`src/rtl/quad_step_decoder.sv`:
```
// ============================================================================
//  Module   : quad_step_decoder
//  Purpose  : Quadrature encoder front-end. Synchronises and glitch-filters
//             the raw A/B/I encoder pins, decodes Gray-code transitions into
//             single-cycle step pulses with a direction, generates a counter
//             clear from the index rising edge, and counts illegal
//             double-bit transitions.
//  Ports    : clk, rst_n (async, active-low)
//             enable      - gates step_en / step_clr
//             qa, qb, qi  - raw asynchronous encoder inputs
//             idx_clr_en  - allow index rise to produce step_clr
//             err_clr     - clears err_flag / err_cnt
//             step_en     - one-cycle pulse per valid quadrature edge
//             step_dir    - 1 = forward, 0 = reverse (holds last value)
//             step_clr    - one-cycle pulse on filtered index rise
//             err_flag    - sticky illegal-transition flag
//             err_cnt     - saturating illegal-transition count
//             stalled     - no step for STALL_CYC cycles (QDEC_STALL_EN only)
//  Options  : define QDEC_STALL_EN to add the idle counter, the STALL_CYC
//             parameter and the stalled output.
//  Revision : 1.0 - initial release
// ============================================================================
`default_nettype none

module quad_step_decoder #(
    parameter int FILT_LEN  = 3,
    parameter int ERR_W     = 8
`ifdef QDEC_STALL_EN
    ,
    parameter int STALL_CYC = 1000
`endif
) (
    input  logic             clk,
    input  logic             rst_n,
    input  logic             enable,
    input  logic             qa,
    input  logic             qb,
    input  logic             qi,
    input  logic             idx_clr_en,
    input  logic             err_clr,
    output logic             step_en,
    output logic             step_dir,
    output logic             step_clr,
    output logic             err_flag,
    output logic [ERR_W-1:0] err_cnt
`ifdef QDEC_STALL_EN
    ,
    output logic             stalled
`endif
);

    // Filter counter terminal value: the FILT_LEN-th differing sample.
    localparam logic [3:0] c_FCNT_LAST = 4'(FILT_LEN - 1);
    // SEED covers the synchroniser plus filter latency so the first
    // captured AB reflects the real encoder position.
    localparam logic [4:0] c_SEED_LAST = 5'(FILT_LEN + 2);

    localparam logic [0:0] c_SEED = 1'b0;
    localparam logic [0:0] c_RUN  = 1'b1;

    // Channel index: 0 = A, 1 = B, 2 = I
    logic [2:0] w_raw;
    logic [2:0] r_sync1;
    logic [2:0] r_sync2;
    logic [2:0] r_filt;
    logic [3:0] r_fcnt [3];

    logic [0:0] r_state;
    logic [4:0] r_seed_cnt;
    logic [1:0] r_ab_prev;
    logic       r_i_prev;

    logic [1:0] w_ab;
    logic [1:0] w_fwd_next;
    logic       w_run;
    logic       w_fwd;
    logic       w_rev;
    logic       w_illegal;
    logic       w_i_rise;

    assign w_raw = {qi, qb, qa};

    // ------------------------------------------------------------------
    // Synchronisers and per-channel persistence filters
    // ------------------------------------------------------------------
    always_ff @(posedge clk or negedge rst_n) begin
        if (!rst_n) begin
            r_sync1 <= '0;
            r_sync2 <= '0;
            r_filt  <= '0;
            for (int ch = 0; ch < 3; ch++) begin
                r_fcnt[ch] <= '0;
            end
        end else begin
            r_sync1 <= w_raw;
            r_sync2 <= r_sync1;
            for (int ch = 0; ch < 3; ch++) begin
                if (r_sync2[ch] == r_filt[ch]) begin
                    r_fcnt[ch] <= '0;
                end else if (r_fcnt[ch] == c_FCNT_LAST) begin
                    r_filt[ch] <= r_sync2[ch];
                    r_fcnt[ch] <= '0;
                end else begin
                    r_fcnt[ch] <= r_fcnt[ch] + 4'd1;
                end
            end
        end
    end

    // ------------------------------------------------------------------
    // Gray-code decode. Forward order of {A,B}: 00 -> 10 -> 11 -> 01 -> 00
    // ------------------------------------------------------------------
    assign w_ab  = {r_filt[0], r_filt[1]};
    assign w_run = (r_state == c_RUN);

    always_comb begin
        w_fwd_next = 2'b00;
        case (r_ab_prev)
            2'b00:   w_fwd_next = 2'b10;
            2'b10:   w_fwd_next = 2'b11;
            2'b11:   w_fwd_next = 2'b01;
            default: w_fwd_next = 2'b00;
        endcase
    end

    assign w_illegal = (w_ab == ~r_ab_prev);
    assign w_fwd     = (w_ab == w_fwd_next);
    assign w_rev     = (w_ab != r_ab_prev) && !w_fwd && !w_illegal;
    assign w_i_rise  = r_filt[2] & ~r_i_prev;

    // ------------------------------------------------------------------
    // Control FSM, step/clear outputs and error tracking
    // ------------------------------------------------------------------
    always_ff @(posedge clk or negedge rst_n) begin
        if (!rst_n) begin
            r_state    <= c_SEED;
            r_seed_cnt <= '0;
            r_ab_prev  <= '0;
            r_i_prev   <= 1'b0;
            step_en    <= 1'b0;
            step_dir   <= 1'b0;
            step_clr   <= 1'b0;
            err_flag   <= 1'b0;
            err_cnt    <= '0;
        end else begin
            r_i_prev <= r_filt[2];
            step_en  <= 1'b0;
            step_clr <= 1'b0;

            case (r_state)
                c_SEED: begin
                    r_seed_cnt <= r_seed_cnt + 5'd1;
                    if (r_seed_cnt == c_SEED_LAST) begin
                        r_ab_prev <= w_ab;
                        r_state   <= c_RUN;
                    end
                end
                default: begin
                    // previous-AB tracks even when disabled so re-enable
                    // never sees a stale position
                    r_ab_prev <= w_ab;
                    if (enable && (w_fwd || w_rev)) begin
                        step_en  <= 1'b1;
                        step_dir <= w_fwd;
                    end
                    if (enable && idx_clr_en && w_i_rise) begin
                        step_clr <= 1'b1;
                    end
                end
            endcase

            // A new illegal transition wins over a simultaneous clear and
            // counts as the first error after it.
            if (w_run && w_illegal) begin
                err_flag <= 1'b1;
                if (err_clr) begin
                    err_cnt <= ERR_W'(1);
                end else if (!(&err_cnt)) begin
                    err_cnt <= err_cnt + ERR_W'(1);
                end
            end else if (err_clr) begin
                err_flag <= 1'b0;
                err_cnt  <= '0;
            end
        end
    end

`ifdef QDEC_STALL_EN
    // ------------------------------------------------------------------
    // Idle counter: cleared by a registered step so stalled falls the
    // cycle after the step pulse.
    // ------------------------------------------------------------------
    localparam int c_IDLE_W = $clog2(STALL_CYC + 1);
    localparam logic [c_IDLE_W-1:0] c_IDLE_MAX = c_IDLE_W'(STALL_CYC);

    logic [c_IDLE_W-1:0] r_idle;

    always_ff @(posedge clk or negedge rst_n) begin
        if (!rst_n) begin
            r_idle <= '0;
        end else if (!w_run || step_en) begin
            r_idle <= '0;
        end else if (r_idle != c_IDLE_MAX) begin
            r_idle <= r_idle + c_IDLE_W'(1);
        end
    end

    assign stalled = (r_idle >= c_IDLE_MAX);
`endif

endmodule

`default_nettype wire

```
`config.mk`:
```
export PLATFORM = sky130hd
export DESIGN_NAME = quad_step_decoder
export DESIGN_NICKNAME = d
export VERILOG_FILES = /design/src/rtl/quad_step_decoder.sv
export SDC_FILE = /design/constraint.sdc
export NUM_CORES = 1
export LEC_CHECK = 0
export ABC_AREA = 1
export CAP_MARGIN = 10
export CORE_UTILIZATION = 51
export DETAILED_ROUTE_END_ITERATION = 10
export PLACE_DENSITY = 0.73
export RECOVER_POWER = 50
export REMOVE_ABC_BUFFERS = 1
export SLEW_MARGIN = 20
export SYNTH_ARGS = -nofsm -noshare
export SYNTH_HDL_FRONTEND = slang
export SYNTH_SLANG_ARGS = --single-unit
```
`constraint.sdc`:
```
create_clock -name clk -period 1.9 [get_ports clk]
set_clock_uncertainty 0.1 [all_clocks]
set_input_delay 0.38 -clock clk [delete_from_list [all_inputs] [get_ports clk]]
set_output_delay 0.38 -clock clk [all_outputs]
set_load 0.005 [all_outputs]
```
### Selected gate families

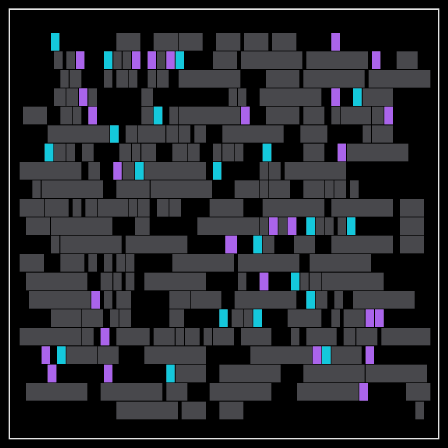
colour	family	cells	where
cyan	inverters	20	spread over the die
purple	NOR gates	27	spread over the die

### The clock network

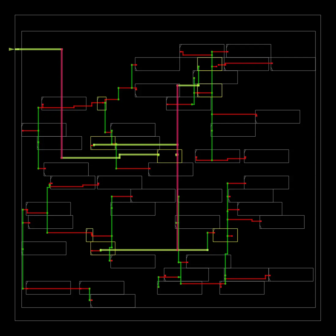
CLK BUF: 7
clock sink total: 42
CTS Buf Count: 5
flop count: 42

### Wiring heat map

13 x 13 tiles, from white (low) to dark blue (high), scaled to the fullest tile. Values are wire area over tile area, all layers added.
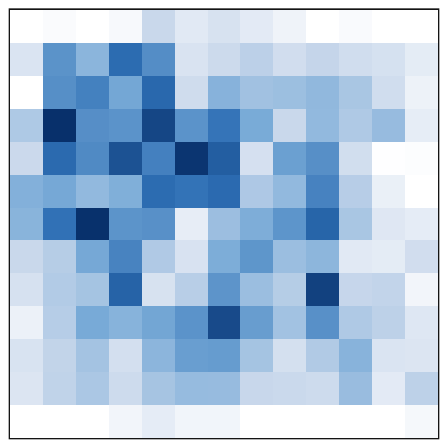
nearly empty tiles	10%
tiles over half the peak	27%
emptiest ninth of the die	top right
mean over tiles	0.12
densest ninth of the die	left middle
fullest tile	0.34

==> flow_summary.ini <==
; generated from flow reports
[critical_path]
path_delay_family = buffers and inverters
critical_path_class = reg2out
arrival_ns = 1.33
end_kind = primary output
cp-start-kind = flip-flop
crit_path_max_incr_delay_ns = 0.55
critPathRequiredTime_ns = 1.42
crit_path_max_fanout = 8
worstPathCellList = clkdlybuf4s50_1
worstPathBufferInverterCount = 1
cp_slowest_cell = clkdlybuf4s50_1

[placement]
dp_hpwl_um = 2220
gp_congestion = 0.743
dp_slack_ns = 0.182
io_buffers = 19

[timing]
maxSlewHeadroom_pct = 27.3
tightestPinTransition_ns = 1.09
setup_slack_ns = 0.0919
hold_violations = 0
hold_ws_ns = 0.255
min_period_over_period_pct = 95.2
final.min_clock_period_ns = 1.81
rsz0062_at_grt = no
report.final.slew_viol_count = 0
fmax_ghz = 0.553
finalSetupTns_ns = 0
setup_viol = 0

[global_routing]
grt_pass1_vias = 1371
grt_max_degree = 24
grt_pass1_wl_um = 5690
overflow = 0
grtUsageTotal_pct = 18.5
antenna_found_initial = 0

[synthesis]
synth_top_cell_by_area = dfrtp_1
ys_area_um2 = 1910
synth_warnings = 0
ys_ff = 42
synth_area_um2 = 1910
synth.area.top_cells = dfrtp_1 (55%), nand2_1 (9.4%), ha_1 (5.9%)
ys_seq_share_pct = 55.0
ys_cells = 206
ys_types = 20
top_cell_area_share_pct = 55.0
synth_area_per_cell_um2 = 9.27
syn_inst = 206

[layout]
fin_util_pct = 65.3
area_growth_pct = 18.5
fillers = 296
lay_top_count = nand2_1
flop_area_um2 = 1050
fin_nets = 249
mostFrequentLayoutCells = nand2_1 (48), dfrtp_1 (42), nor2_1 (26)
antennaDiodeCount = 0
logic_area_um2 = 774
drive_gt1_share_pct = 6.01

[route]
final_antenna_net_count = 0
via_per_inst = 4.90
dr.pass1.iters = 4
vias = 1367
wl_per_cell_um = 11.0
drt_iter0_drc = 67
totalWireLength_um = 3060
drc = 0

[job]
cap_viol_max_count = 0
warning_count = 29

[die]
die_w_um = 63.2
fp.coreArea_um2 = 3470
fp-row-count = 21
chipArea_um2 = 3990
io_pins = 20
initCoreUtil_pct = 55.1
die_h_um = 63.2

[clock_network]
root_buffer = clkbuf_8
cts_tree = done
cts_setup_buffers = 0
insertion_delay_ns = 0.29
clockBufferDepth = 2
h-tree-depth = 2
clk_pin_slew_worst_paths_ns = 0.07

[status]
outcome = completed

[power]
p_sw_share_pct = 34.1
comb_power_share_pct = 29.0
p_leak_nw = 1.08
fin_total_pwr_mw = 2.57
p_int_mw = 1.70
vdd_drop_max_v = 0.000718
p_switching_mw = 0.878
sequentialPowerShare_pct = 48.5
clock_power_share_pct = 22.5
powerDensity_nw_per_um2 = 1140

[min_path]
hold_class = reg2reg
logic make-up after synthesis:
kind of cell,after synthesis,synth area share [%]
flops,42,55.0
simple gates,102,22.8
xor+xnor,15,6.88
compound gates,15,4.39
buf+inv,22,4.39
fa+ha+maj,9,5.90
mux,1,0.590
layer usage:
layer / vias up / GRT usage, % / share of wire, %
met4: 0 / 7.67 / 1.8
met1: 634 / 22.1 / 49
met2: 20 / 30.9 / 45
met3: 6 / 5.43 / 3.6
li1: 707 / - / -
met5: - / 0 / 0
layout make-up:
cell class | instances | share of cell area [%]
Tap cell | 46 | 2.54
Sequential cell | 42 | 46.4
Clock buffer | 7 | 3.81
Multi-Input combinational cell | 142 | 34.2
Timing Repair Buffer | 21 | 9.45
Clock inverter | 1 | 0.221
Inverter | 20 | 3.32
power by group through the flow:
| stage | Sequential, mW | Combinational (mW) | Clock, mW |
|---|---|---|---|
| 2_1_floorplan | 1.24 | 0.527 | 0 |
| 3_3_place_gp | 1.26 | 0.724 | 0 |
| 3_5_place_dp | 1.27 | 0.753 | 0 |
| 4_1_cts | 1.25 | 0.760 | 0.596 |
| 5_1_grt | 1.28 | 0.871 | 0.631 |
| 6_report | 1.25 | 0.747 | 0.579 |
flip-flops by register name (all words and copies together), names as in the netlist, 2 cells and up:
register / cells
err_cnt: 8
r_ab_prev: 2
r_fcnt: 12
r_filt: 3
r_seed_cnt: 5
r_sync1: 3
r_sync2: 3
synthesized netlist by cell type:
cell type / instances
a21oi_1: 2
buf_2: 1
clkbuf_1: 1
dfrtp_1: 42
ha_1: 9
inv_1: 20
mux2_2: 1
nand2_1: 48
nand2_4: 1
nand3_1: 20
nand3_2: 1
nand4_1: 3
nor2_1: 26
nor3_1: 1
o21ai_0: 11
o22ai_1: 1
o31ai_2: 1
or2_2: 2
xnor2_1: 8
xor2_1: 7
final timing paths:
kind / startpoint / to / slack (ns) / cells after the start
max reg2reg: err_cnt[0]$_DFFE_PN0P_ / err_cnt[3]$_DFFE_PN0P_ / 0.22 / 8
max: err_cnt[5]$_DFFE_PN0P_ / err_cnt[5] / 0.09 / 1
min reg2reg: r_sync1[1]$_DFF_PN0_ / r_sync2[1]$_DFF_PN0_ / 0.26 / 0
min: r_sync1[1]$_DFF_PN0_ / r_sync2[1]$_DFF_PN0_ / 0.26 / 0
min in group asynchronous: rst_n / r_fcnt[4]$_DFF_PN0_ / 0.70 / 2
max in group asynchronous: rst_n / r_fcnt[9]$_DFF_PN0_ / 0.33 / 3
per-stage QoR:
step           cells  area, µm²
5_1_grt          279       2260
3_5_place_dp     270       2160
4_1_cts          279       2260
3_3_place_gp     270       2160
6_report         279       2260
2_1_floorplan    204       1900
what timing repair did:
action,CTS,global route
hold buffers,1,0
resized,0,0
endpoints found under the hold margin,19,0
Power and IR drop assume default switching activity.
